Figure 1. Register map, names as in the netlist (run 1).
Scale: 2 px per um. Other sequential cells in the stronger gray, the rest of the logic in the fainter gray.
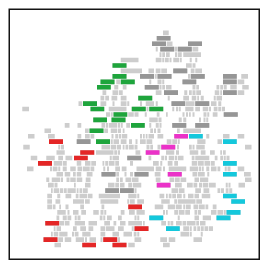
Figure 2. Placement view (run 1).
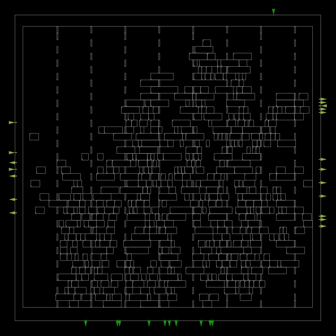
Figure 3. Placed cells, one color a class (run 1).
Scale: 2 px per um.
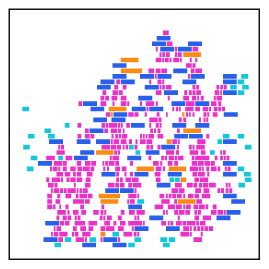
### src/rtl/sprite_motion_ctrl.sv
// Sprite position controller: a button pop picks a velocity from a free-running LFSR,
// and the sprite then moves once per video frame, bouncing off the screen edges.
module sprite_motion_ctrl #(
   parameter int          SCREEN_W   = 1280,
   parameter int          SCREEN_H   = 720,
   parameter int          SPRITE_W   = 64,
   parameter int          SPRITE_H   = 64,
   parameter int          POP_FRAMES = 30,
   parameter logic [15:0] LFSR_SEED  = 16'hACE1
) (
   input  logic        pixel_clk_in,
   input  logic        rst_in,
   input  logic        nf_in,
   input  logic        pop_in,
   input  logic        halt_in,
   output logic [10:0] x_out,
   output logic [9:0]  y_out,
   output logic        pop_out,
   output logic        moving_out,
   output logic [1:0]  state_dbg
);

   // Output contract: every output is a register. x_out/y_out change only on the
   // cycle after a sampled nf_in pulse, so they hold steady for the whole frame.

   typedef enum logic [1:0] {
      IDLE    = 2'd0,
      MOVING  = 2'd1,
      POPPING = 2'd2
   } state_t;

   localparam int                 X_MAX    = SCREEN_W - SPRITE_W;
   localparam int                 Y_MAX    = SCREEN_H - SPRITE_H;
   localparam logic signed [12:0] X_LIM    = 13'(X_MAX);
   localparam logic signed [12:0] Y_LIM    = 13'(Y_MAX);
   localparam logic [15:0]        POP_INIT = 16'(POP_FRAMES);

   state_t             state, state_next;
   logic [15:0]        lfsr, lfsr_next;
   logic               pop_prev;
   logic               pop_edge;
   logic signed [4:0]  vx, vy, vx_next, vy_next;
   logic [10:0]        x_next;
   logic [9:0]         y_next;
   logic [15:0]        cnt, cnt_next;
   logic signed [12:0] xn, yn;

   // Magnitude 1..8 from the low three bits, sign from bit 3.
   function automatic logic signed [4:0] vel(input logic [3:0] f);
      logic signed [4:0] mag;
      mag = $signed({2'b00, f[2:0]}) + 5'sd1;
      return f[3] ? -mag : mag;
   endfunction

   assign pop_edge  = pop_in & ~pop_prev;
   assign state_dbg = state;

   always_comb begin
      lfsr_next = {lfsr[14:0], lfsr[15] ^ lfsr[13] ^ lfsr[12] ^ lfsr[10]};
      if (lfsr == 16'h0000) lfsr_next = LFSR_SEED;
   end

   assign xn = $signed({2'b00, x_out}) + $signed({{8{vx[4]}}, vx});
   assign yn = $signed({3'b000, y_out}) + $signed({{8{vy[4]}}, vy});

   always_comb begin
      state_next = state;
      vx_next    = vx;
      vy_next    = vy;
      x_next     = x_out;
      y_next     = y_out;
      cnt_next   = cnt;
      if (halt_in) begin
         state_next = IDLE;
         vx_next    = 5'sd0;
         vy_next    = 5'sd0;
         cnt_next   = 16'd0;
      end else if (pop_edge) begin
         state_next = POPPING;
         cnt_next   = POP_INIT;
         vx_next    = vel(lfsr[3:0]);
         vy_next    = vel(lfsr[7:4]);
      end else if (nf_in && state != IDLE) begin
         if (xn < 0) begin
            x_next  = 11'd0;
            vx_next = -vx;
         end else if (xn > X_LIM) begin
            x_next  = 11'(X_MAX);
            vx_next = -vx;
         end else begin
            x_next = xn[10:0];
         end
         if (yn < 0) begin
            y_next  = 10'd0;
            vy_next = -vy;
         end else if (yn > Y_LIM) begin
            y_next  = 10'(Y_MAX);
            vy_next = -vy;
         end else begin
            y_next = yn[9:0];
         end
         if (state == POPPING) begin
            if (cnt <= 16'd1) begin
               cnt_next   = 16'd0;
               state_next = MOVING;
            end else begin
               cnt_next = cnt - 16'd1;
            end
         end
      end
   end

   always_ff @(posedge pixel_clk_in) begin
      if (rst_in) begin
         state      <= IDLE;
         lfsr       <= LFSR_SEED;
         pop_prev   <= 1'b0;
         vx         <= 5'sd0;
         vy         <= 5'sd0;
         cnt        <= 16'd0;
         x_out      <= 11'd0;
         y_out      <= 10'd0;
         pop_out    <= 1'b0;
         moving_out <= 1'b0;
      end else begin
         state      <= state_next;
         lfsr       <= lfsr_next;
         pop_prev   <= pop_in;
         vx         <= vx_next;
         vy         <= vy_next;
         cnt        <= cnt_next;
         x_out      <= x_next;
         y_out      <= y_next;
         pop_out    <= (state_next == POPPING);
         moving_out <= (state_next != IDLE);
      end
   end

endmodule

### config.mk
export PLATFORM = sky130hd
export DESIGN_NAME = sprite_motion_ctrl
export DESIGN_NICKNAME = d
export VERILOG_FILES = /design/src/rtl/sprite_motion_ctrl.sv
export SDC_FILE = /design/constraint.sdc
export NUM_CORES = 1
export LEC_CHECK = 0
export CAP_MARGIN = 5
export CORE_MARGIN = 3
export CORE_UTILIZATION = 30
export CTS_BUF_LIST = sky130_fd_sc_hd__clkbuf_16
export CTS_CLUSTER_DIAMETER = 50
export DETAILED_ROUTE_END_ITERATION = 8
export SLEW_MARGIN = 20
export SYNTH_ARGS = -nofsm -noshare
export SYNTH_HDL_FRONTEND = slang
export SYNTH_SLANG_ARGS = --single-unit
### constraint.sdc
create_clock -name pixel_clk_in -period 3.8 [get_ports pixel_clk_in]
set_clock_uncertainty 0.2 [all_clocks]
set_input_delay 0.57 -clock pixel_clk_in [delete_from_list [all_inputs] [get_ports pixel_clk_in]]
set_output_delay 0.57 -clock pixel_clk_in [all_outputs]
set_load 0.02 [all_outputs]
==> impl_metrics.tcl, run 1 <==
# yosys + openroad results
set metrics [dict create \
    outcome "completed" \
    dieHeight_um 124.3 \
    slowest_stage "fa_1" \
    crit_buf_inv 0 \
    synthSimpleGateAreaFrac_pct 22.05 \
    crit_chain "ha_1 -> fa_1 -> a21o_1 -> a31o_1 -> a221o_1 -> a2111o_1 -> a222oi_1 -> or2_4 -> nor2_2 -> xnor2_1 -> a211oi_1" \
    ys_sh_adder_pct 10.19 \
    yosys_area_mm2 0.004199 \
    edf_count 0 \
    crit_end "vy[3]" \
    post_cts_buffers 0 \
    drive_gt1_share_pct 7.331 \
    top_cell "dfxtp_1" \
    dp_hpwl_mm 7.256 \
    clk_share_pct 6.346 \
    grtUsageMet1_pct 16.27 \
    hold_viol 0 \
    inverters 22 \
    n_tap_cell 176 \
    maxCapViolations 0 \
    r2r-start "y_out[0]" \
    grt_max_degree 31 \
    gr-total-overflow 0 \
    ys_seq_share_pct 32.42 \
    dr.first_iter.drc_count 218 \
    gr-usage-met3_pct 2.787 \
    layout_top_cell "dfxtp_1" \
    grt_pass1_vias 3672 \
    wl_per_cell_um 13.91 \
    total_power_mw 1.834 \
    top_area_share_pct 32.42 \
    sh_seq_area_pct 27.29 \
    yosys_cells 503 \
    synth-main-ff-cell "dfxtp_1" \
    syn-num-nets 541 \
    synthTopCellsByArea "dfxtp_1 (32%), ha_1 (9.2%), xnor2_1 (5.8%), nor2_1 (5.1%), a21oi_1 (4.4%)" \
    num_vias 3695 \
    layout_top_cells "dfxtp_1 (68), nor2_1 (57), a21oi_1 (37)" \
    cts-buffers-inserted 9 \
    ios 30 \
    power.leakage_nw 2.047 \
    cts_hold_buf 0 \
    hold_end "lfsr[10]" \
    top_area_cell_class "combinational gates" \
    grt_use_met2_pct 20.80 \
    sw_frac_of_total_pct 24.63 \
    cts.clk_slew.worst_paths_ns 0.06 \
    antenna_found_initial 0 \
    min-delay-start "lfsr[9]" \
    cts_tree "built" \
    die_w_um 124.3 \
    firstDrtPassIters 4 \
    ff2ff_path_depth 11 \
    muxShareOfSynthArea_pct 0.4768 \
    antenna_left 0 \
    hold_class "flop to flop" \
    netlist_instances 503 \
    ff_latch_area_mm2 0.001361 \
    logic_gate_count 389 \
    synth_warnings 0 \
    met1_length_mm 4.772 \
    seq_power_mw 0.761 \
    ys_top_logic_family "AND-OR/OR-AND gates" \
    core-area_mm2 0.01345 \
    switchingPower_mw 0.4518 \
    maxSlewViolCount 0 \
    power_density_mw_per_mm2 367.7 \
    place_congestion 0.8590 \
    nNetsFinal 565 \
    n_all_buffers 37 \
    syn_area_per_cell_um2 8.348 \
    route.detailed.drc 0 \
    timing.hold.ws_ns 0.2485 \
    grtUsageTotal_pct 12.97 \
    buffer_area_share_pct 7.023 \
    yosys.area.top_type "dfxtp_1" \
    crit_family "AND-OR/OR-AND gates" \
    cp-start-kind "flop" \
    tightestPinTransition_ns 0.8155 \
    synth.cells.most_frequent "dfxtp_1 (68), nor2_1 (57), a21oi_1 (37)" \
    netlist_area_mm2 0.004199 \
    diodes 0 \
    via_per_inst 5.219 \
    p_comb_mw 0.180 \
    finalCritPeriodShare_pct 90.41 \
    synthDistinctLibCells 72 \
    ctsResizeCount 0 \
    area_growth_pct 18.80 \
    ys_sh_xor_pct 7.509 \
    grt_first_pass_wirelength_mm 16.94 \
    seq_power_share_pct 41.5 \
    worst-path-stages 11 \
    required_ns 3.85 \
    path_class "flop to flop" \
    finalSetupViolations 0 \
    cts_sinks 68 \
    timing.rr.end "vy[3]" \
    ys_ff 68 \
    io_buffers 29 \
    busiest_layer "met2" \
    combPwrFrac_pct 9.8 \
    critPathMaxStageDelay_ns 0.41 \
    chip_area_mm2 0.01545 \
    worstSetupStartpoint "y_out[0]" \
    htreeDepth 3 \
    vdd_ir_drop_max_mv 0.2158 \
    power_leader "clock" \
    clock-root-buffer "clkbuf_16" \
    worstPathMaxFanout 5 \
    highest_layer "met4" \
    synth-async-reset-ratio_pct 0 \
    r2r_slack_ns 0.36 \
    crit_arrival_ns 3.49 \
    cts.path.max_buffers 2 \
    aoi_share_pct 23.06 \
    hold_depth 1 \
    initCoreUtil_pct 31.21 \
    period_minus_slack_ns 3.436 \
    warning_count 31 \
    relSlewSlack_pct 44.92 \
    setup_tns_ns 0 \
    wl_mm 9.845 \
    p_int_mw 1.382 \
    pg_clk_mw 0.893 \
    clkbuf_count 9 \
    sh_comb_area_pct 53.27 \
    timing.fmax_ghz 0.2911 \
    flop-count 68 \
    power_frac_clock_pct 48.7 \
    logic_area_mm2 0.002658 \
    rsz0062_at_grt "no" \
    routed-wl-met2_mm 4.469 \
]
## Picture notes: Figure 1
lfsr: marked green, flops 16, where center. y_out: marked cyan, flops 10, where south-east. vy: marked magenta, flops 5. x_out: marked red, flops 11.

## Picture notes: Figure 2
Fillers: 1404
Std-Cell Rows: 42

## Picture notes: Figure 3
clock drivers and dummy loads: marked orange, cells 16. other buffers and delay cells: marked cyan, cells 37. all other logic: marked magenta, cells 411. flip-flops: marked blue, cells 68.

## run 1: state kept, by name, summed over array words and instances (netlist names)
register,flops
pop_out,1
moving_out,1
lfsr,16
x_out,11
vx,5
vy,5
cnt,16
y_out,10
pop_prev,1
state_dbg,2
## run 1: per-stage QoR
| step | worst slack (ns) | util (%) | cell area, um^2 | instances |
|---|---|---|---|---|
| 6_report | 0.3643 | 37.08 | 4989 | 708 |
| 5_1_grt | 0.1264 | 37.08 | 4989 | 708 |
| 3_3_place_gp | 0.4701 | 34.73 | 4672 | 692 |
| 2_1_floorplan | 0.4398 | - | 4199 | 503 |
| 3_5_place_dp | 0.4290 | 34.73 | 4672 | 692 |
| 4_1_cts | 0.3562 | 37.08 | 4989 | 708 |
==> inputs of run 2 (changes only) <==
--- a/config.mk
+++ b/config.mk
@@ -12,4 +12,5 @@
 export CTS_CLUSTER_DIAMETER = 50
 export DETAILED_ROUTE_END_ITERATION = 8
+export GPL_ROUTABILITY_DRIVEN = 0
 export SLEW_MARGIN = 20
 export SYNTH_ARGS = -nofsm -noshare
--- a/constraint.sdc
+++ b/constraint.sdc
@@ -3,3 +3,3 @@
 set_input_delay 0.57 -clock pixel_clk_in [delete_from_list [all_inputs] [get_ports pixel_clk_in]]
 set_output_delay 0.57 -clock pixel_clk_in [all_outputs]
-set_load 0.02 [all_outputs]
+set_load 0.1 [all_outputs]
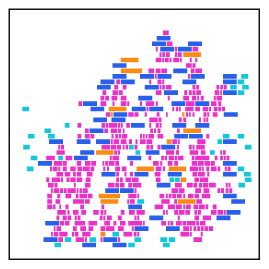
Figure 4: run 2, placed cells, one color a class.
Scale: 2 px per um.
other buffers and delay cells: marked cyan, cells 37. flip-flops: marked blue, cells 68. clock drivers and dummy loads: marked orange, cells 16. all other logic: marked magenta, cells 411.

==> run 2 against run 1 <==
  * Via count did not move
  * Worst setup slack did not move
  * Synthesized area did not move
==> impl_metrics.tcl, run 2 <==
# yosys + openroad results
set metrics [dict create \
    clkbuf_count 9 \
    relSlewSlack_pct 33.99 \
    dieHeight_um 124.3 \
    crit_arrival_ns 3.49 \
    n_all_buffers 37 \
    cts.path.max_buffers 2 \
    tightestPinTransition_ns 0.9871 \
    vdd_ir_drop_max_mv 0.2158 \
    place_area_mm2 0.004672 \
    clock-root-buffer "clkbuf_16" \
    synthDistinctLibCells 72 \
    dp.cells 692 \
    grtUsageTotal_pct 12.97 \
    chip_area_mm2 0.01545 \
    total_power_mw 1.847 \
    n_tap_cell 176 \
    dpl_worst_slack_ns 0.4290 \
    ff2ff_path_depth 11 \
    maxCapViolations 0 \
    final_cells 708 \
    setup_tns_ns 0 \
    via_per_inst 5.219 \
    wl_mm 9.845 \
    synth-async-reset-ratio_pct 0 \
    r2r-start "y_out[0]" \
    ys_top_logic_family "AND-OR/OR-AND gates" \
    grt_pass1_vias 3672 \
    finalSetupViolations 0 \
    synth-main-ff-cell "dfxtp_1" \
    cts-buffers-inserted 9 \
    post_cts_buffers 0 \
    syn-num-nets 541 \
    inverters 22 \
    nNetsFinal 565 \
    gr-total-overflow 0 \
    top_area_share_pct 32.42 \
    top_cell "dfxtp_1" \
    finalCritPeriodShare_pct 90.41 \
    sh_seq_area_pct 27.29 \
    netlist_area_mm2 0.004199 \
    worstSetupEndpointType "flop" \
    aoi_share_pct 23.06 \
    yosys.area.top_type "dfxtp_1" \
    power.leakage_nw 2.047 \
    rsz0062_at_grt "no" \
    drive_gt1_share_pct 7.331 \
    outcome "completed" \
    route.detailed.drc 0 \
    yosys_area_mm2 0.004199 \
    antenna_found_initial 0 \
    die_w_um 124.3 \
    fillerInstances 1404 \
    clk_share_pct 6.346 \
    muxShareOfSynthArea_pct 0.4768 \
    ys_seq_share_pct 32.42 \
    io_buffers 29 \
    cp-start-kind "flop" \
    syn_area_per_cell_um2 8.348 \
    path_class "flop to flop" \
    grt_first_pass_wirelength_mm 16.94 \
    antenna_left 0 \
    ys_sh_xor_pct 7.509 \
    crit_end "vy[3]" \
    logic_area_mm2 0.002658 \
    synth_warnings 0 \
    min-delay-start "lfsr[9]" \
    firstDrtPassIters 4 \
    warning_count 31 \
    cts.clk_slew.worst_paths_ns 0.06 \
    hold_viol 0 \
    worst_slack_ns 0.3643 \
    timing.fmax_ghz 0.2911 \
    timing.rr.end "vy[3]" \
    worstPathMaxFanout 5 \
    wl_per_cell_um 13.91 \
    netlist_instances 503 \
    slowest_stage "fa_1" \
    logic_gate_count 389 \
    layout_top_cell "dfxtp_1" \
    finalInstanceArea_mm2 0.004989 \
    r2r_slack_ns 0.36 \
    top_area_cell_class "combinational gates" \
    initCoreUtil_pct 31.21 \
    num_vias 3695 \
    rows 42 \
    ff_latch_area_mm2 0.001361 \
    period_minus_slack_ns 3.436 \
    hold_end "lfsr[10]" \
    synthTopCellsByArea "dfxtp_1 (32%), ha_1 (9.2%), xnor2_1 (5.8%), nor2_1 (5.1%), a21oi_1 (4.4%)" \
    final_util_pct 37.08 \
    cts_tree "built" \
    yosys_cells 503 \
    hold_depth 1 \
    hold_class "flop to flop" \
    cts_sinks 68 \
    synthSimpleGateAreaFrac_pct 22.05 \
    ctsResizeCount 0 \
    ys_ff 68 \
    reg_top3 "cnt (16), lfsr (16), x_out (11)" \
    timing.hold.ws_ns 0.2485 \
    core-area_mm2 0.01345 \
    dr.first_iter.drc_count 218 \
    synth.cells.most_frequent "dfxtp_1 (68), nor2_1 (57), a21oi_1 (37)" \
    diodes 0 \
    grt_max_degree 31 \
    dp_hpwl_mm 7.256 \
    ios 30 \
    clk_latency_ns 0.33 \
    area_growth_pct 18.80 \
    ys_sh_adder_pct 10.19 \
    layout_top_cells "dfxtp_1 (68), nor2_1 (57), a21oi_1 (37)" \
    sh_comb_area_pct 53.27 \
    worstSetupStartpoint "y_out[0]" \
    crit_chain "ha_1 -> fa_1 -> a21o_1 -> a31o_1 -> a221o_1 -> a2111o_1 -> a222oi_1 -> or2_4 -> nor2_2 -> xnor2_1 -> a211oi_1" \
    buffer_area_share_pct 7.023 \
    maxSlewViolCount 0 \
    htreeDepth 3 \
    cts_hold_buf 0 \
    power_density_mw_per_mm2 370.2 \
    required_ns 3.85 \
    flop-count 68 \
    edf_count 0 \
    critPathMaxStageDelay_ns 0.41 \
]
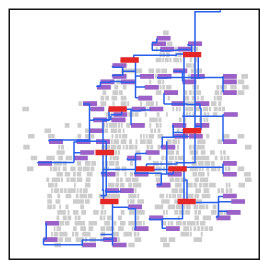
Figure 5: run 2, clock distribution.
Scale: 2 px per um.
flip-flops: marked purple, count 68. cells driving clock nets: marked red, count 9. clock wires: marked blue, length 1070 um.
There are 10 routed clock nets.

[run 2: cell counts after synthesis]
Identical to the previous run, type by type.
[run 2: layer usage]
metal | wire length, um | vias to the layer above | GRT usage [%]
li1 | - | 1885 | -
met3 | 354 | 16 | 2.787
met1 | 4772 | 1724 | 16.27
met2 | 4469 | 70 | 20.80
met4 | 248 | 0 | 6.963
met5 | 0 | - | 0
[run 2: where the power goes]
part           internal [mW]  leakage [nW]  switching, mW
sequential             0.736         0.555         0.0254
combinational         0.0758          1.35          0.117
clock                  0.571         0.147          0.323
total                   1.38          2.05          0.464
[run 2: worst max-delay path: cells and delay by family, from the launching register on]
family / cells / cell delay (ns)
DFF: 1 / 0.32
adders and majority gates: 2 / 0.65
xor gates and xnor gates: 1 / 0.12
AOI/OAI and AO/OA: 6 / 1.77
and+or+nand+nor: 2 / 0.28
Power and IR drop assume default switching activity.
